### Wiring heat map

The bar under the picture is 50 um long. The die is cut into 33 by 33 equal tiles; black is low, pale yellow is high, scaled to the fullest tile. Values are wire area over tile area, all layers added.
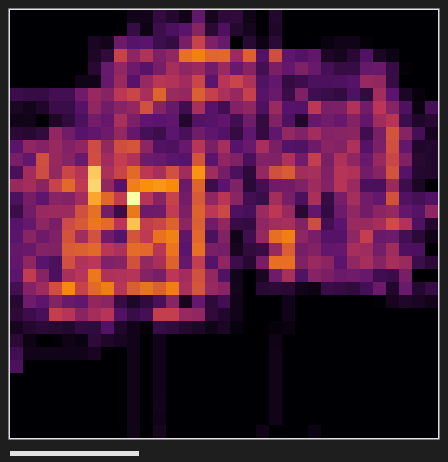
### Cell area per tile

The bar under the picture is 50 um long. The die is cut into 17 by 17 equal tiles; black is low, pale yellow is high, 0 to 100% covered.
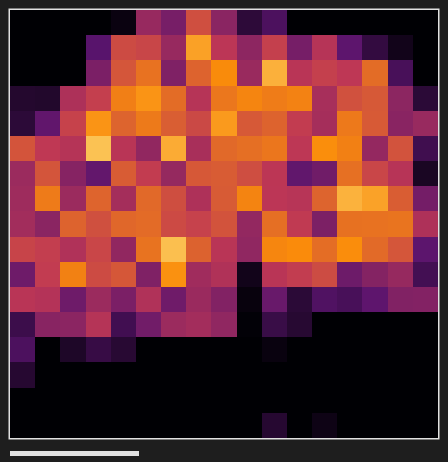
### Signal wires on met2

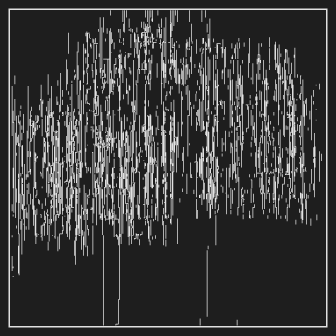
===== src/rtl/apb_byte_mailbox.sv =====
// apb_byte_mailbox: APB slave exposing a TX and an RX byte FIFO as a buffered byte mailbox
// Ports:
//   clk, rst                       single clock; asynchronous active-high reset
//   psel/paddr/penable/pwrite/pwdata -> prdata/pready   zero-wait-state APB slave
//   tx_data/tx_valid <- tx_ready   byte stream out of the TX FIFO
//   rx_data/rx_valid -> rx_ready   byte stream into the RX FIFO
//   irq                            only when MAILBOX_IRQ_EN is defined (with IRQEN at 0x07)
module apb_byte_mailbox #(
    parameter int         DEPTH    = 8,
    parameter logic [7:0] ID_VALUE = 8'hB8
) (
    input  logic       clk,
    input  logic       rst,
    input  logic       psel,
    input  logic [4:0] paddr,
    input  logic       penable,
    input  logic       pwrite,
    input  logic [7:0] pwdata,
    output logic [7:0] prdata,
    output logic       pready,
`ifdef MAILBOX_IRQ_EN
    output logic       irq,
`endif
    output logic [7:0] tx_data,
    output logic       tx_valid,
    input  logic       tx_ready,
    input  logic [7:0] rx_data,
    input  logic       rx_valid,
    output logic       rx_ready
);
    localparam int AW = $clog2(DEPTH);
    localparam logic [AW:0] FULL = (AW+1)'(DEPTH);

    logic [7:0]    tx_mem [DEPTH];
    logic [7:0]    rx_mem [DEPTH];
    logic [AW-1:0] tx_wp, tx_rp, rx_wp, rx_rp;
    logic [AW:0]   tx_cnt, rx_cnt;
    logic          tx_ovf, rx_udf, rx_hit;
    logic          setup, access, tx_wr, rx_rd, ctrl_wr;
    logic          flush_tx, flush_rx, clr;
    logic          tx_xfer, tx_push, tx_pop, rx_push, rx_pop, set_ovf, set_udf;
    logic [7:0]    status, rd_val;

    assign pready   = 1'b1;
    assign setup    = psel & ~penable;
    assign access   = psel & penable & pready;
    assign tx_wr    = access & pwrite & (paddr == 5'h02);
    assign rx_rd    = access & ~pwrite & (paddr == 5'h03);
    assign ctrl_wr  = access & pwrite & (paddr == 5'h04);
    assign flush_tx = ctrl_wr & pwdata[0];
    assign flush_rx = ctrl_wr & pwdata[1];
    assign clr      = ctrl_wr & pwdata[2];

    assign tx_valid = (tx_cnt != '0);
    assign tx_data  = tx_mem[tx_rp];
    assign tx_xfer  = tx_valid & tx_ready;
    assign tx_pop   = tx_xfer & ~flush_tx;
    assign tx_push  = tx_wr & ((tx_cnt != FULL) | tx_xfer) & ~flush_tx;
    assign set_ovf  = tx_wr & (tx_cnt == FULL) & ~tx_xfer & ~flush_tx;

    // rx_hit records whether RXDATA had a byte at setup; only then does the access pop
    assign rx_pop   = rx_rd & rx_hit & (rx_cnt != '0) & ~flush_rx;
    // a completing APB pop frees a slot, so a full RX FIFO still takes the inbound byte
    assign rx_ready = (rx_cnt != FULL) | rx_pop;
    assign rx_push  = rx_valid & rx_ready & ~flush_rx;
    assign set_udf  = rx_rd & ~rx_hit & ~flush_rx;

    assign status = {2'b00, rx_udf, tx_ovf, rx_cnt == '0, rx_cnt == FULL, tx_cnt == '0, tx_cnt == FULL};

`ifdef MAILBOX_IRQ_EN
    logic [2:0] irqen;

    always_ff @(posedge clk or posedge rst)
        if (rst) begin
            irqen <= '0;
            irq   <= 1'b0;
        end else begin
            if (access & pwrite & (paddr == 5'h07)) irqen <= pwdata[2:0];
            irq <= |(irqen & {tx_ovf | rx_udf, tx_cnt == '0, rx_cnt != '0});
        end
`endif

    always_comb begin
        rd_val = '0;
        case (paddr)
            5'h00:   rd_val = ID_VALUE;
            5'h01:   rd_val = status;
            5'h03:   rd_val = (rx_cnt != '0) ? rx_mem[rx_rp] : 8'h00;
            5'h05:   rd_val = 8'(tx_cnt);
            5'h06:   rd_val = 8'(rx_cnt);
`ifdef MAILBOX_IRQ_EN
            5'h07:   rd_val = {5'b0, irqen};
`endif
            default: rd_val = '0;
        endcase
    end

    always_ff @(posedge clk or posedge rst)
        if (rst) begin
            prdata <= '0;
            rx_hit <= 1'b0;
            tx_ovf <= 1'b0;
            rx_udf <= 1'b0;
            tx_wp  <= '0;
            tx_rp  <= '0;
            rx_wp  <= '0;
            rx_rp  <= '0;
            tx_cnt <= '0;
            rx_cnt <= '0;
            for (int i = 0; i < DEPTH; i++) begin
                tx_mem[i] <= '0;
                rx_mem[i] <= '0;
            end
        end else begin
            if (setup) begin
                prdata <= rd_val;
                rx_hit <= (rx_cnt != '0);
            end
            if (tx_push) tx_mem[tx_wp] <= pwdata;
            if (rx_push) rx_mem[rx_wp] <= rx_data;
            tx_wp  <= flush_tx ? '0 : tx_wp + AW'(tx_push);
            tx_rp  <= flush_tx ? '0 : tx_rp + AW'(tx_pop);
            rx_wp  <= flush_rx ? '0 : rx_wp + AW'(rx_push);
            rx_rp  <= flush_rx ? '0 : rx_rp + AW'(rx_pop);
            tx_cnt <= flush_tx ? '0 : tx_cnt + (AW+1)'(tx_push) - (AW+1)'(tx_pop);
            rx_cnt <= flush_rx ? '0 : rx_cnt + (AW+1)'(rx_push) - (AW+1)'(rx_pop);
            // a flag-setting event outranks a same-cycle clear
            tx_ovf <= set_ovf | (tx_ovf & ~clr);
            rx_udf <= set_udf | (rx_udf & ~clr);
        end
endmodule


===== config.mk =====
export PLATFORM = sky130hd
export DESIGN_NAME = apb_byte_mailbox
export DESIGN_NICKNAME = d
export VERILOG_FILES = /design/src/rtl/apb_byte_mailbox.sv
export SDC_FILE = /design/constraint.sdc
export NUM_CORES = 1
export LEC_CHECK = 0
export ABC_AREA = 1
export ABC_CLOCK_PERIOD_IN_PS = 4690
export CORE_UTILIZATION = 31
export CTS_BUF_LIST = sky130_fd_sc_hd__clkbuf_8 sky130_fd_sc_hd__clkbuf_16
export DETAILED_ROUTE_END_ITERATION = 7
export HOLD_SLACK_MARGIN = 0.1
export SLEW_MARGIN = 20
export SYNTH_ARGS = -nofsm -noshare
export SYNTH_HDL_FRONTEND = slang
export SYNTH_SLANG_ARGS = --single-unit

===== constraint.sdc =====
create_clock -name clk -period 4.69 [get_ports clk]
set_clock_uncertainty 0.05 [all_clocks]
set_input_delay 0.469 -clock clk [delete_from_list [all_inputs] [get_ports clk]]
set_output_delay 0.469 -clock clk [all_outputs]
set_load 0.03 [all_outputs]

==> reports/metrics.yaml <==
p_clk_mw: 1.42
path_cells: "inv_1, nor2_1, o21ai_0, a21oi_1, a31oi_1, clkdlybuf4s50_1"
avgViaCountPerCell: 4.945
ys_warn_count: 0
met3_usage_pct: 2.273
hold_ws_ns: 0.4080
path_clk_slew_ns: 0.06
whs_path_depth: 1
syn-num-nets: 1077
setup_violations: 0
postRouteAntennaNets: 0
maxCapViolations: 0
pin_count: 47
cp-start-kind: "flip-flop"
p_leak_nw: 4.562
floorplan.die_area_sq_um: 27390
grt_max_degree: 160
r2r-start: "rx_cnt[2]"
swShare_pct: 38.82
routed.top_layer: "met4"
cts_max_path_buffers: 2
wl_met1_mm: 10.01
top_cell: "nand2_1"
mux_area_share_pct: 0
ys_seq_share_pct: 48.01
cts.sinks: 159
cts_tree: "yes"
cts_resized: 0
finalHoldViolations: 0
preCtsSetupSlack_ns: 1.370
antenna_found_initial: 0
dr_wl_met2_mm: 10.18
top_area_share_pct: 48.01
grt_pass1_wl_mm: 35.25
drt_pre_antenna_iters: 7
synthXorXnorAreaFrac_pct: 0.7397
rsz0062_at_grt: "no"
worst_pin_slew_ns: 1.002
holdBufCountCts: 0
dp.cells: 1357
min_path_type: "flip-flop to flip-flop"
crit_path_end: "tx_data[4]"
async_flop_share_pct: 100.0
worstPathArrival_ns: 2.84
internal_power_mw: 3.155
antenna_cells: 0
synth_cell_types: 35
p_sw_mw: 2.002
ys_sh_adder_pct: 3.502
numSynthFlops: 159
crit_slowest_cell: "inv_1"
layout-drive-gt1-share_pct: 7.021
fin_area_sq_um: 9487
p_seq_share_pct: 37.4
grt_pass1_vias: 6452
clock_cell_area_share_pct: 6.291
num_rows: 59
holdCritStartpoint: "rx_hit"
hpwl_mm: 13.53
yosysCellCount: 1027
violations: "DRC"
grt_overflow: 0
layout_min_cycle_time_ns: 3.363
buf_share_pct: 5.513
nClkBuffers: 17
core_area_sq_um: 26130
final_util_pct: 36.30
seq_area_sq_um: 3979
dr_wl_met3_um: 927
r2r_end: "rx_mem[14]"
largest_area_cell: "dfrtp_1"
logic_area_sq_um: 3714
finalNonFillerCells: 1389
total_power_mw: 5.158
syn_area_sq_um: 8288
nWellTaps: 335
reg2reg_slack_ns: 2.17
pwr-share-comb_pct: 35.1
synthTopLogicFamily: "simple AND/OR/NAND/NOR gates"
p_seq_mw: 1.93
drcViolationCount: 12
p_comb_mw: 1.81
crit_cells: 6
final_cell_mix: "307 x nand2_1, 159 x dfrtp_1, 114 x nor2_1, 64 x nand4_1, 63 x inv_1"
placed_area_sq_um: 8890
top_cells_by_area: "dfrtp_1 48%, nand2_1 14%, nor2_1 5.2%, nand4_1 4.8%, o21ai_0 3.6%"
end_kind: "primary output"
r2r_cells: 9
lay_top_count: "nand2_1"
die_x_um: 165.5
fillers: 2724
netlist_instances: 1027
outcome: "finished, violations left"
busiest_layer: "met2"
final_nets: 1091
ir_drop_mv: 0.2970
critPathMaxStageDelay_ns: 0.72
edf_count: 0
worstPathMaxFanout: 32
cpLargestDelayFamily: "buffers and inverters"
gp_congestion: 0.7959
htreeDepth: 4
nonClockInverterCount: 67
port_buffers: 45
grt_use_met1_pct: 22.98
crit_start: "tx_rp[0]"
max_freq_mhz: 297.3
die_h_um: 165.5
setup_ws_ns: 1.327
worstPathRequired_ns: 4.17
finalSetupTns_ns: 0
Notes on 'Wiring heat map' above:
fullest tile: 0.59
emptiest ninth of the die: bottom right
nearly empty tiles: 33%
densest ninth of the die: left middle
Tot GR Track Use: 16.66%
drt wl/cell: 15.54 um
DRT Wirelength: 21.59 mm

Notes on 'Cell area per tile' above:
emptiest ninth of the die: bottom right
fullest tile: 87%
tiles over 75% full: 4.5%

Notes on 'Signal wires on met2' above:
nets with wire on the layer: 782
share of all routed wire: 47%
wire length on this layer: 10,200 um
longest straight run: 62.2 um
main direction: vertical
vias after detailed routing: 6,869
met2 Track Usage GR: 26.19%

No activity file was given, so power comes from the tool's default toggle rates.
